$ cat config.mk
export PLATFORM = sky130hd
export DESIGN_NAME = writeback_queue_flat
export DESIGN_NICKNAME = d
export VERILOG_FILES = /design/src/rtl/writeback_queue_if.sv /design/src/rtl/writeback_queue.sv /design/src/flat_wrapper.sv
export SDC_FILE = /design/constraint.sdc
export NUM_CORES = 1
export LEC_CHECK = 0
export ABC_AREA = 1
export CORE_MARGIN = 2
export CORE_UTILIZATION = 51
export DETAILED_ROUTE_END_ITERATION = 6
export PLACE_DENSITY = 0.82
export SLEW_MARGIN = 20
export SYNTH_ARGS = -nofsm -noshare
export SYNTH_HDL_FRONTEND = slang
export SYNTH_SLANG_ARGS = --single-unit
$ cat constraint.sdc
create_clock -name clk -period 3.8 [get_ports clk]
set_clock_uncertainty 0.15 [all_clocks]
set_input_delay 0.57 -clock clk [delete_from_list [all_inputs] [get_ports clk]]
set_output_delay 0.57 -clock clk [all_outputs]
set_load 0.02 [all_outputs]
$ cat src/rtl/writeback_queue_if.sv
// rtl/writeback_queue_if.sv - handshake, write-port and hazard-query signals of the writeback queue
//
// Signals:
//   alu_valid/alu_ready/alu_rd/alu_data  ALU result handshake
//   mem_valid/mem_ready/mem_rd/mem_data  load result handshake
//   wb_valid/wb_accept/wb_rd/wb_data     register-unit write port
//   query_rs1/query_rs2                  source indices in decode
//   hazard_rs1/hazard_rs2                pending-write hits on those sources
//   count                                occupied entries
// The queue connects through the slave modport; its environment uses master.

interface writeback_queue_if #(
    parameter int depth = 4
);
    logic                     alu_valid;
    logic                     alu_ready;
    logic [4:0]               alu_rd;
    logic [31:0]              alu_data;
    logic                     mem_valid;
    logic                     mem_ready;
    logic [4:0]               mem_rd;
    logic [31:0]              mem_data;
    logic                     wb_valid;
    logic                     wb_accept;
    logic [4:0]               wb_rd;
    logic [31:0]              wb_data;
    logic [4:0]               query_rs1;
    logic [4:0]               query_rs2;
    logic                     hazard_rs1;
    logic                     hazard_rs2;
    logic [$clog2(depth):0]   count;

    modport slave (
        input  alu_valid, alu_rd, alu_data,
        output alu_ready,
        input  mem_valid, mem_rd, mem_data,
        output mem_ready,
        output wb_valid, wb_rd, wb_data,
        input  wb_accept,
        input  query_rs1, query_rs2,
        output hazard_rs1, hazard_rs2,
        output count
    );

    modport master (
        output alu_valid, alu_rd, alu_data,
        input  alu_ready,
        output mem_valid, mem_rd, mem_data,
        input  mem_ready,
        input  wb_valid, wb_rd, wb_data,
        output wb_accept,
        output query_rs1, query_rs2,
        input  hazard_rs1, hazard_rs2,
        input  count
    );
endinterface

$ cat src/rtl/writeback_queue.sv
// rtl/writeback_queue.sv - in-order result FIFO feeding the register-file write port, with RAW hazard lookup
//
// Ports:
//   clk    rising-edge clock
//   reset  synchronous active-low reset (0 = reset)
//   bus    writeback_queue_if.slave: ALU and load result handshakes,
//          register write port, hazard queries and occupancy count

module writeback_queue #(
    parameter int depth = 4
) (
    input  logic               clk,
    input  logic               reset,
    writeback_queue_if.slave   bus
);
    localparam int aw = $clog2(depth);

    logic [4:0]    rd_q   [depth];
    logic [31:0]   data_q [depth];
    logic [aw-1:0] head_q;
    logic [aw-1:0] tail_q;
    logic [aw:0]   count_q;

    logic [aw:0]   free;
    logic          mem_ready;
    logic          alu_ready;
    logic          mem_push;
    logic          alu_push;
    logic          pop;
    logic [1:0]    push_cnt;
    logic [aw-1:0] alu_slot;

    // Readiness looks only at registered occupancy so that a pop never
    // opens a slot for a push in the same cycle.
    assign free      = (aw+1)'(depth) - count_q;
    assign mem_ready = (free != '0);
    // Memory results have priority for the last free slot.
    assign alu_ready = (free >= (aw+1)'(2)) || ((free == (aw+1)'(1)) && !bus.mem_valid);

    // Writes to x0 complete the handshake but never occupy an entry.
    assign mem_push = bus.mem_valid && mem_ready && (bus.mem_rd != 5'd0);
    assign alu_push = bus.alu_valid && alu_ready && (bus.alu_rd != 5'd0);
    assign pop      = (count_q != '0) && bus.wb_accept;

    assign push_cnt = {1'b0, mem_push} + {1'b0, alu_push};
    // On a double push the load result is the older one and takes tail.
    assign alu_slot = mem_push ? (tail_q + aw'(1)) : tail_q;

    always_ff @(posedge clk) begin
        if (!reset) begin
            head_q  <= '0;
            tail_q  <= '0;
            count_q <= '0;
            for (int i = 0; i < depth; i++) begin
                rd_q[i]   <= '0;
                data_q[i] <= '0;
            end
        end else begin
            // Popped entries are cleared so an empty queue presents zeros.
            // A pushed slot can never coincide with the popped head because
            // pushes are gated on the pre-pop free space.
            if (pop) begin
                rd_q[head_q]   <= '0;
                data_q[head_q] <= '0;
                head_q         <= head_q + aw'(1);
            end
            if (mem_push) begin
                rd_q[tail_q]   <= bus.mem_rd;
                data_q[tail_q] <= bus.mem_data;
            end
            if (alu_push) begin
                rd_q[alu_slot]   <= bus.alu_rd;
                data_q[alu_slot] <= bus.alu_data;
            end
            tail_q  <= tail_q + aw'(push_cnt);
            count_q <= count_q + (aw+1)'(push_cnt) - (aw+1)'(pop);
        end
    end

    // Hazard lookup covers only entries between head and head+count; the
    // current cycle's incoming results are deliberately not visible.
    always_comb begin
        logic [aw-1:0] offset;
        logic          occupied;
        bus.hazard_rs1 = 1'b0;
        bus.hazard_rs2 = 1'b0;
        offset         = '0;
        occupied       = 1'b0;
        for (int i = 0; i < depth; i++) begin
            offset   = aw'(i) - head_q;
            occupied = ({1'b0, offset} < count_q);
            if (occupied && (bus.query_rs1 != 5'd0) && (rd_q[i] == bus.query_rs1)) begin
                bus.hazard_rs1 = 1'b1;
            end
            if (occupied && (bus.query_rs2 != 5'd0) && (rd_q[i] == bus.query_rs2)) begin
                bus.hazard_rs2 = 1'b1;
            end
        end
    end

    assign bus.alu_ready = alu_ready;
    assign bus.mem_ready = mem_ready;
    assign bus.wb_valid  = (count_q != '0);
    assign bus.wb_rd     = rd_q[head_q];
    assign bus.wb_data   = data_q[head_q];
    assign bus.count     = count_q;

endmodule

$ cat src/flat_wrapper.sv
// flat-port wrapper written by rule: the top's interface ports become plain ports
module writeback_queue_flat 
#(
    parameter int depth = 4
)
  (clk, reset, bus_alu_valid, bus_alu_rd, bus_alu_data, bus_alu_ready, bus_mem_valid, bus_mem_rd, bus_mem_data, bus_mem_ready, bus_wb_valid, bus_wb_rd, bus_wb_data, bus_wb_accept, bus_query_rs1, bus_query_rs2, bus_hazard_rs1, bus_hazard_rs2, bus_count);
  writeback_queue_if #(.depth(depth)) bus_i ();
  input  logic clk;
  input  logic reset;
  input wire logic [$bits(bus_i.alu_valid)-1:0] bus_alu_valid;
  input wire logic [$bits(bus_i.alu_rd)-1:0] bus_alu_rd;
  input wire logic [$bits(bus_i.alu_data)-1:0] bus_alu_data;
  output wire logic [$bits(bus_i.alu_ready)-1:0] bus_alu_ready;
  input wire logic [$bits(bus_i.mem_valid)-1:0] bus_mem_valid;
  input wire logic [$bits(bus_i.mem_rd)-1:0] bus_mem_rd;
  input wire logic [$bits(bus_i.mem_data)-1:0] bus_mem_data;
  output wire logic [$bits(bus_i.mem_ready)-1:0] bus_mem_ready;
  output wire logic [$bits(bus_i.wb_valid)-1:0] bus_wb_valid;
  output wire logic [$bits(bus_i.wb_rd)-1:0] bus_wb_rd;
  output wire logic [$bits(bus_i.wb_data)-1:0] bus_wb_data;
  input wire logic [$bits(bus_i.wb_accept)-1:0] bus_wb_accept;
  input wire logic [$bits(bus_i.query_rs1)-1:0] bus_query_rs1;
  input wire logic [$bits(bus_i.query_rs2)-1:0] bus_query_rs2;
  output wire logic [$bits(bus_i.hazard_rs1)-1:0] bus_hazard_rs1;
  output wire logic [$bits(bus_i.hazard_rs2)-1:0] bus_hazard_rs2;
  output wire logic [$bits(bus_i.count)-1:0] bus_count;
  assign bus_i.alu_valid = bus_alu_valid;
  assign bus_i.alu_rd = bus_alu_rd;
  assign bus_i.alu_data = bus_alu_data;
  assign bus_alu_ready = bus_i.alu_ready;
  assign bus_i.mem_valid = bus_mem_valid;
  assign bus_i.mem_rd = bus_mem_rd;
  assign bus_i.mem_data = bus_mem_data;
  assign bus_mem_ready = bus_i.mem_ready;
  assign bus_wb_valid = bus_i.wb_valid;
  assign bus_wb_rd = bus_i.wb_rd;
  assign bus_wb_data = bus_i.wb_data;
  assign bus_i.wb_accept = bus_wb_accept;
  assign bus_i.query_rs1 = bus_query_rs1;
  assign bus_i.query_rs2 = bus_query_rs2;
  assign bus_hazard_rs1 = bus_i.hazard_rs1;
  assign bus_hazard_rs2 = bus_i.hazard_rs2;
  assign bus_count = bus_i.count;
  writeback_queue #(.depth(depth)) u_core (.clk(clk), .reset(reset), .bus(bus_i));
endmodule
==> Changelog: implementation, run 1 <==
## Implementation

* Chip area at 21,200 µm²
* Cell type with the largest total area: edfxtp_1
* Comb area share at 38.47%
* Sequential power share at 31.7%
* Tmin final at 3.322 ns
* Max-slew violations at 0
* Number of placed I/O pins at 134
* Post-synth EDFFs at 148
* CTS tree: yes
* N_diodes at 2
* MaxCap Viol Count at 0
* Number of clock-tree buffers in the layout at 18
* WL final at 29,420 µm
* H-tree levels at 4
* Num CTS Buffers at 17
* Area fraction in xor and xnor cells at 2.998%
* Switching Fraction at 42.20%
* DP Area at 11,480 µm²
* Routed met2 length at 14,530 µm
* Yosys aoi share at 6.805%
* Top cells by area: edfxtp_1 43%, nand2_1 13%, nor2_1 9.1%, nand3_1 8.2%, buf_6 4.3%
* Core Area at 19,590 µm²
* Initial antenna violation count at 1
* Fillers at 1,648
* Setup WS pre-CTS at 0.4620 ns
* Pint at 4.962 mW
* Fin Hold WS at 0.3877 ns
* Yosys reg bits at 157
* Log Warnings at 33
* Top cells by count, synth: 342 x nand2_1, 247 x nor2_1, 168 x nand3_1
* Post-cts resize count at 0
* Logic area at 4656 µm²
* Main logic family: simple AND/OR/NAND/NOR gates
* Tcrit/Tclk final at 87.42%
* Grt total ovfl at 0
* Most flops, register: u_core.data_q
* Adder share at 2.399%
* Met2 Use GR at 46.92%
* Total power at 8.585 mW
* Average cell area after synthesis at 7.846 µm²
* Worst Setup Path Type: reg -> out
* Main flop type: edfxtp_1
* Seq_cells at 157
* Syn_nets at 1,411
* Slowest CP cell: clkdlybuf4s50_1
* VDD IR-drop max at 0.5299 mV
* Seq area share at 38.22%
* Final hold viol count at 0
* Clock sinks at 157
* Cell Count, Final, Fillers Out at 1,665
* CP required at 3.08 ns
* Non-clk buf share at 13.23%
* Synthesis Warnings at 0
* Initial drt markers at 903
* Post-CTS Setup Bufs at 0
* Post-Synthesis Cells at 1,303
* Clock buffer depth at 2
* Top Layout Cells: 342 x nand2_1, 247 x nor2_1, 164 x nand3_1
* Mux frac, synth at 0%
* Wire length on met1 at 11,100 µm
* Wire per inst at 17.67 µm
* Non-clk invs at 72
* Count leader, synth: nand2_1
* Vias per inst at 5.583
* Most frequent logic cell in the layout: nand2_1
* Mi-comb count at 978
* Startpoint types: flip-flop
* Switching power at 3.623 mW
* Routed via count at 9,295
* Worst setup EP type: output pin
* Cell variety after synth at 31
* Asr flop ratio synth at 0%
* Setup ws final at 0.4782 ns
* Clock Tree Root: clkbuf_16
* CP max stage delay at 0.68 ns
* Max reg flops at 128
* RSZ-0062 raised after global routing: false
* Top Family by Delay on Critical Path: buffers and inverters
* Residual antenna-violating net count after detailed routing at 0
* Final setup fails at 0
* Share of cells above drive strength 1 at 7.368%
* Yosys stat area at 10,220 µm²
* Starting density of the core at 52.19%
* # rows at 51
* Sequential Area at 4626 µm²
* WP buf/inv at 2
* PD cells at 709.4 nW/µm²
* Leading cell kind: logic gates
* Crit-path max FO at 72
* Peak Freq at 301.0 MHz
* DRC viols at 0
* Crit-path cells: buf_4, o21ai_0, o22ai_1, clkdlybuf4s50_1
* Post-Syn Area at 10,220 µm²
* Status: complete, no violations
* Yosys simple share at 33.14%
* Worst slew pin tran at 0.8235 ns
* Well Taps at 265
* GRT met1 Usage at 33.14%
* Post-Place Cells at 1,631
* Data arrival time of the critical path at 2.60 ns
* Setup TNS Final at 0 ns
* # Cells Yosys at 1,303
* Post-DP HPWL at 18,100 µm
* First-pass GRT wire length at 46,060 µm
* Layout area overhead at 18.37%
* Fin area at 12,100 µm²
* Leak at 5.362 nW
* Final clock-cell share at 5.056%
* Met3 wire length at 2781 µm
* Nonclk buf count at 159
* Hold Path Class: reg -> reg
* Drt first pass iters at 5
* Slew margin rel. at 45.10%
* Number of global-route vias before repair at 9,073
* Largest net degree at the start of global routing at 75
* Net count, final at 1,493
[run 1: final timing paths]
kind / start / to / slack (ns) / depth (start not counted)
hold / removal: u_core.tail_q[1] / u_core.tail_q[1] / 0.39 / 1
setup reg to reg: u_core.bus.count[1] / u_core.bus.count[2] / 0.52 / 15
setup / recovery: flip-flop / bus_wb_data[31] / 0.48 / 4
hold reg to reg: u_core.tail_q[1] / u_core.tail_q[1] / 0.39 / 1
[run 1: power groups by stage]
stage               Combinational (mW)  Clock [mW]  Sequential (mW)
finish                            4.10        1.77             2.72
CTS                               4.06        1.77             2.71
floorplan                         2.68           0             2.71
global placement                  3.97           0             2.73
detailed placement                4.03           0             2.75
global route                      4.42        1.84             2.76
Figure 1. Pin map (run 1).
Pins as bars across the die edge, other pins in grey.
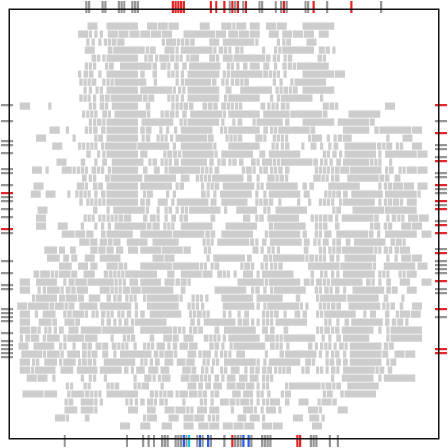
blue -> bus_query_rs1  # pins 5, direction input, edge bottom
cyan -> bus_hazard_rs1  # pins 1, direction output, edge bottom
red -> bus_wb_data  # pins 32, direction output, edge 14 top, 13 right, 3 bottom, 2 left
all pins by edge = 38 bottom, 36 top, 31 right, 29 left
Port Buffers: 133
height of the die: 145.6 µm
Die Wd: 145.6 µm

Figure 2. Routed clock nets over the placement (run 1).
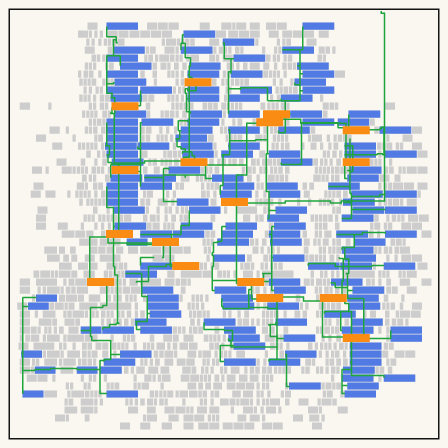
orange -> cells driving clock nets  # count 17
blue -> flip-flops  # count 157
green -> clock wires  # length 1,810 µm
routed clock nets = 18
clk pwr: 1.77 mW
Late-Pin Clk Latency: 0.43 ns
Clk pwr share: 20.6%

Figure 3. Routing congestion map (run 1).
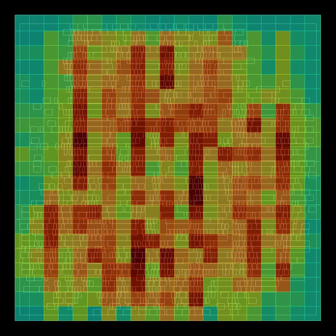
busiest grt layer: met2
M3 GR Usage: 6.176%
GRT Overall Usage: 27.51%
Util after Layout: 61.77%

--- run 2 (diff from run 1) ---
- CAP_MARGIN: not set -> 20
Figure 4. Cell classes on the final placement (run 2).
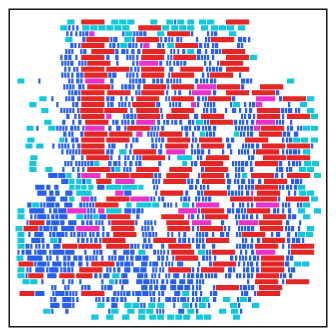
magenta -> clock drivers and dummy loads  # cells 32
cyan -> other buffers and delay cells  # cells 159
blue -> all other logic  # cells 1,050
red -> flops  # cells 157
Seq area share: 38.22%
# rows: 51
Core Area: 19,590 µm²

==> run 2 against run 1 <==
  * Sequential share of layout area is the same
  * Cell count did not move
  * Largest power group unchanged
  * Sequential cell count stayed put
  * Fmax unchanged
  * Critical endpoint unchanged
==> Changelog: implementation, run 2 <==
## Implementation

* Tcrit/Tclk final at 87.42% (unchanged)
* Mi-comb count at 978 (unchanged)
* Number of placed I/O pins at 134 (unchanged)
* Setup ws final at 0.4782 ns (unchanged)
* Number of global-route vias before repair at 9,073 (unchanged)
* Average cell area after synthesis at 7.846 µm² (unchanged)
* Slew margin rel. at 45.10% (unchanged)
* Non-clk buf share at 13.23% (unchanged)
* Well Taps at 265 (unchanged)
* # Cells Yosys at 1,303 (unchanged)
* Max-slew violations at 0 (unchanged)
* Post-Synthesis Cells at 1,303 (unchanged)
* Top cells by count, synth: 342 x nand2_1, 247 x nor2_1, 168 x nand3_1 (unchanged)
* Top cells by area: edfxtp_1 43%, nand2_1 13%, nor2_1 9.1%, nand3_1 8.2%, buf_6 4.3% (unchanged)
* Reg-to-Reg Start: u_core.bus.count[1] (unchanged)
* Fillers at 1,648 (unchanged)
* Status: complete, no violations (unchanged)
* Largest net degree at the start of global routing at 75 (unchanged)
* Final hold viol count at 0 (unchanged)
* Synthesis Warnings at 0 (unchanged)
* Vias per inst at 5.583 (unchanged)
* Drt first pass iters at 5 (unchanged)
* WP buf/inv at 2 (unchanged)
* Most frequent logic cell in the layout: nand2_1 (unchanged)
* Routed met2 length at 14,530 µm (unchanged)
* MaxCap Viol Count at 0 (unchanged)
* Peak Freq at 301.0 MHz (unchanged)
* Height of the die at 145.6 µm (unchanged)
* H-tree levels at 4 (unchanged)
* Layout area overhead at 18.37% (unchanged)
* CTS tree: yes (unchanged)
* Tmin final at 3.322 ns (unchanged)
* Post-synth EDFFs at 148 (unchanged)
* Yosys stat area at 10,220 µm² (unchanged)
* Hold endpoint: u_core.tail_q[1] (unchanged)
* Data arrival time of the critical path at 2.60 ns (about the same)
* CP required at 3.08 ns (about the same)
* Startpoint types: flip-flop (unchanged)
* Post-Syn Area at 10,220 µm² (unchanged)
* Number of clock-tree buffers in the layout at 18 (unchanged)
* Worst reg-to-reg path cell count at 15 (unchanged)
* CP max stage delay at 0.68 ns (about the same)
* R2R setup slack at 0.52 ns (about the same)
* Clock buffer depth at 2 (unchanged)
* Num CTS Buffers at 17 (unchanged)
* Routed via count at 9,295 (unchanged)
* Final clock-cell share at 5.056% (unchanged)
* Share of cells above drive strength 1 at 7.368% (unchanged)
* Net count, final at 1,493 (unchanged)
* Yosys reg bits at 157 (unchanged)
* Main flop type: edfxtp_1 (unchanged)
* Grt total ovfl at 0 (unchanged)
* Comb area share at 38.47% (unchanged)
* Residual antenna-violating net count after detailed routing at 0 (unchanged)
* Post-cts resize count at 0 (unchanged)
* Non-clk invs at 72 (unchanged)
* WL final at 29,420 µm (unchanged)
* Late-Pin Clk Latency at 0.43 ns (about the same)
* Wire length on met1 at 11,100 µm (unchanged)
* Asr flop ratio synth at 0% (unchanged)
* Busiest grt layer: met2 (unchanged)
* Post-CTS Setup Bufs at 0 (unchanged)
* Port Buffers at 133 (unchanged)
* Crit-path max FO at 72 (unchanged)
* Area fraction in xor and xnor cells at 2.998% (unchanged)
* Sequential Area at 4626 µm² (unchanged)
* Worst setup EP type: output pin (unchanged)
* Initial drt markers at 903 (unchanged)
* Yosys aoi share at 6.805% (unchanged)
* N_diodes at 2 (unchanged)
* Critical R2R Capture: u_core.bus.count[2] (unchanged)
## run 2: cell counts after synthesis
No cell type changed its count.
## run 2: per-stage QoR
step | std cells | area (µm²) | total power, mW | utilization [%]
2_1_floorplan | 1303 | 10220 | 5.393 | -
3_3_place_gp | 1631 | 11480 | 6.693 | 58.63
3_5_place_dp | 1631 | 11480 | 6.782 | 58.63
4_1_cts | 1663 | 12100 | 8.539 | 61.75
5_1_grt | 1664 | 12100 | 9.019 | 61.76
6_report | 1665 | 12100 | 8.585 | 61.77
## run 2: where the power goes
group / switching, mW / internal (mW) / total, mW / leakage [nW]
logic: 2.69 / 1.41 / 4.10 / 3.44
registers: 0.215 / 2.51 / 2.72 / 1.63
clock network: 0.719 / 1.05 / 1.77 / 0.289
Figure 5. Routed clock nets over the placement (run 2).
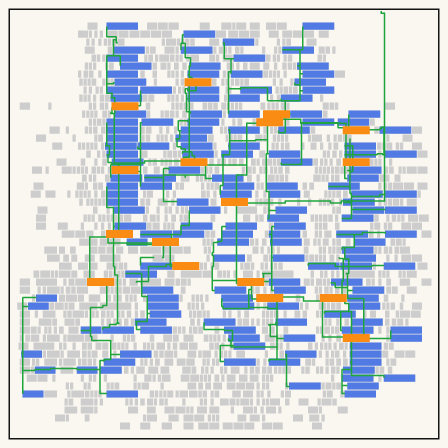

--- run 3 (diff from run 2) ---
- GPL_TIMING_DRIVEN: not set -> 0
- REMOVE_ABC_BUFFERS: not set -> 1
Figure 6. Routed clock nets over the placement (run 3).
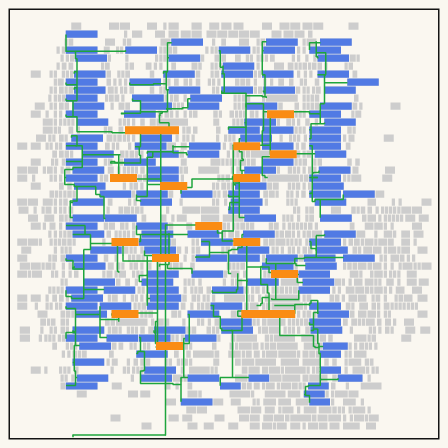
blue -> flip-flops  # count 157
orange -> cells driving clock nets  # count 17
green -> clock wires  # length 1,800 µm
routed clock nets = 18
clk pwr: 1.94 mW
Late-Pin Clk Latency: 0.42 ns
Clk pwr share: 21.7%

==> run 3 against run 2 <==
  * The run now ends with DRC left
  * Worst setup slack got worse by 0.38 ns
  * Sequential share of layout area decreased by 0.42 points
  * Fmax shrank 10%
  * Routed wire length is 8.0% higher
  * Worst hold slack got worse by 0.010 ns
  * Critical path depth is 5 higher
  * Die size unchanged
  * Cell area up 1.2%
  * Sequential power rose by 3%
  * Register-to-register slack worse by 0.42 ns
  * Sequential cell count unchanged
  * Synthesized cell count unchanged
  * Critical path type is now reg -> reg
  * Largest power group unchanged
==> Changelog: implementation, run 3 <==
## Implementation

* Num CTS Buffers at 17 (unchanged)
* Drt first pass iters at 7 (was 5)
* Post-CTS Setup Bufs at 0 (unchanged)
* Area share, top type at 43.47% (unchanged)
* Cell variety after synth at 31 (unchanged)
* Crit-path cells: inv_1, ha_1, ha_1, a21oi_4, nand3_1, nand2_8, nand3_4, nand3_4, buf_12 (was buf_4, o21ai_0, o22ai_1, clkdlybuf4s50_1)
* Number of global-route vias before repair at 9,174 (was 9,073)
* Util after Layout at 62.54% (was 61.77%)
* Max reg flops at 128 (unchanged)
* Sequential power share at 31.3% (was 31.7%)
* Port Buffers at 133 (unchanged)
* Yosys reg bits at 157 (unchanged)
* Met3 wire length at 3821 µm (was 2781 µm)
* Routability cong. at 0.8823 (was 0.9299)
* Yosys stat area at 10,220 µm² (unchanged)
* Clock sinks at 157 (unchanged)
* Fillers at 1,572 (was 1,648)
* Final setup fails at 0 (unchanged)
* Wire per inst at 19.24 µm (was 17.67 µm)
* Final hold viol count at 0 (unchanged)
* Peak Freq at 270.0 MHz (was 301.0 MHz)
* Seq_cells at 157 (unchanged)
* Top Layout Cells: 342 x nand2_1, 247 x nor2_1, 164 x nand3_1 (unchanged)
* PD cells at 730.1 nW/µm² (was 709.4 nW/µm²)
* Routed met2 length at 15,310 µm (was 14,530 µm)
* N_diodes at 0 (was 2)
* Starting density of the core at 52.19% (unchanged)
* Average cell area after synthesis at 7.846 µm² (unchanged)
* Busiest grt layer: met2 (unchanged)
* Grt total ovfl at 0 (unchanged)
* Setup TNS Final at 0 ns (unchanged)
* Top cells by count, synth: 342 x nand2_1, 247 x nor2_1, 168 x nand3_1 (unchanged)
* Seq area share at 37.81% (was 38.22%)
* Post-Syn Area at 10,220 µm² (unchanged)
* Clock Tree Root: clkbuf_16 (unchanged)
* Post-DP HPWL at 16,240 µm (was 18,100 µm)
* Post-Synthesis Cells at 1,303 (unchanged)
* Well Taps at 265 (unchanged)
* Die Wd at 145.6 µm (unchanged)
* Routed via count at 9,699 (was 9,295)
* CP max stage delay at 0.65 ns (was 0.68 ns)
* P_comb at 4.20 mW (was 4.10 mW)
* Setup WS pre-CTS at -1.115 ns (was 0.4620 ns)
* Asr flop ratio synth at 0% (unchanged)
* RSZ-0062 raised after global routing: false (unchanged)
* Worst slew pin tran at 1.142 ns (was 0.8235 ns)
* Cell Count, Final, Fillers Out at 1,651 (was 1,665)
* Worst Setup Path Type: reg -> reg (was reg -> out)
* Total power at 8.945 mW (was 8.585 mW)
* VDD IR-drop max at 0.4277 mV (was 0.5299 mV)
* Final clock-cell share at 5.433% (was 5.056%)
* Most flops, register: u_core.data_q (unchanged)
* Startpoint types: flip-flop (unchanged)
* Top pwr grp: combinational logic (unchanged)
* Fin Hold WS at 0.3776 ns (was 0.3877 ns)
* First-pass GRT wire length at 47,680 µm (was 46,060 µm)
* Nonclk buf count at 143 (was 159)
* Power in sequential cells at 2.80 mW (was 2.72 mW)
* Top Family by Delay on Critical Path: simple AND/OR/NAND/NOR gates (was buffers and inverters)
* # rows at 51 (unchanged)
* # Cells Yosys at 1,303 (unchanged)
* Status: finished with violations (was complete, no violations)
* Post-cts resize count at 8 (was 0)
* Comb area share at 39.33% (was 38.47%)
* Core Area at 19,590 µm² (unchanged)
* GRT Overall Usage at 28.56% (was 27.51%)
* Share of cells above drive strength 1 at 6.854% (was 7.368%)
* CTS tree: yes (unchanged)
* Crit-path max FO at 77 (was 72)
* Chip area at 21,200 µm² (unchanged)
* Fin area at 12,250 µm² (was 12,100 µm²)
* Failing checks: DRC
* Data arrival time of the critical path at 3.68 ns (was 2.60 ns)
* Most frequent logic cell in the layout: nand2_1 (unchanged)
* DRC viols at 4 (was 0)
* Hold Path Class: reg -> reg (unchanged)
* Setup ws final at 0.09628 ns (was 0.4782 ns)
* Post-synth EDFFs at 148 (unchanged)
* Log Warnings at 32 (was 33)
* Mi-comb count at 983 (was 978)
* Count leader, synth: nand2_1 (unchanged)
* Slowest CP cell: nand3_4 (was clkdlybuf4s50_1)
* Vias per inst at 5.875 (was 5.583)
* Met2 Use GR at 47.39% (was 46.92%)
* Net count, final at 1,482 (was 1,493)
* Synthesis Warnings at 0 (unchanged)
* GRT met1 Usage at 34.96% (was 33.14%)
* Cell type with the largest total area: edfxtp_1 (unchanged)
* Residual antenna-violating net count after detailed routing at 0 (unchanged)
* CP Launch Point: u_core.bus.count[1]
* Switching power at 3.779 mW (was 3.623 mW)
* Slew margin rel. at 23.62% (was 45.10%)
* Non-clk buf share at 12.50% (was 13.23%)
* M3 GR Usage at 5.110% (was 6.176%)
* CP required at 3.78 ns (was 3.08 ns)
* Post-Place Cells at 1,610 (was 1,631)
* MaxCap Viol Count at 0 (unchanged)
* Logic pwr share at 47.0% (was 47.7%)
* Max-slew violations at 0 (unchanged)
* Wire length on met1 at 11,030 µm (was 11,100 µm)
* Clock buffer depth at 2 (unchanged)
* Min-delay src: u_core.tail_q[1] (unchanged)
* Layout area overhead at 19.84% (was 18.37%)
* Number of placed I/O pins at 134 (unchanged)
* Leading cell kind: logic gates (unchanged)
* Logic area at 4818 µm² (was 4656 µm²)
* Sequential Area at 4632 µm² (was 4626 µm²)
* Tcrit/Tclk final at 97.47% (was 87.42%)
* Main flop type: edfxtp_1 (unchanged)
* Number of clock-tree buffers in the layout at 17 (was 18)
* Pint at 5.166 mW (was 4.962 mW)
## run 3: cell counts after synthesis
No cell type changed its count.
## run 3: kinds of logic after synthesis
| group | synth area share, % |
|---|---|
| AOI/OAI and AO/OA | 6.805 |
| buffers and inverters | 9.424 |
| xor gates and xnor gates | 2.998 |
| and+or+nand+nor | 33.14 |
| adders and majority gates | 2.399 |
| DFF | 45.23 |
## run 3: final timing paths
| check | to | slack (ns) | depth (start not counted) |
|---|---|---|---|
| worst min-delay path | u_core.tail_q[1] | 0.38 | 1 |
| worst max register to register | u_core.rd_q[3][4] | 0.1 | 9 |
| worst min register to register | u_core.tail_q[1] | 0.38 | 1 |
| worst max-delay path | u_core.rd_q[3][4] | 0.1 | 9 |
Power figures rest on the tool's default switching activity, not on a simulated workload.
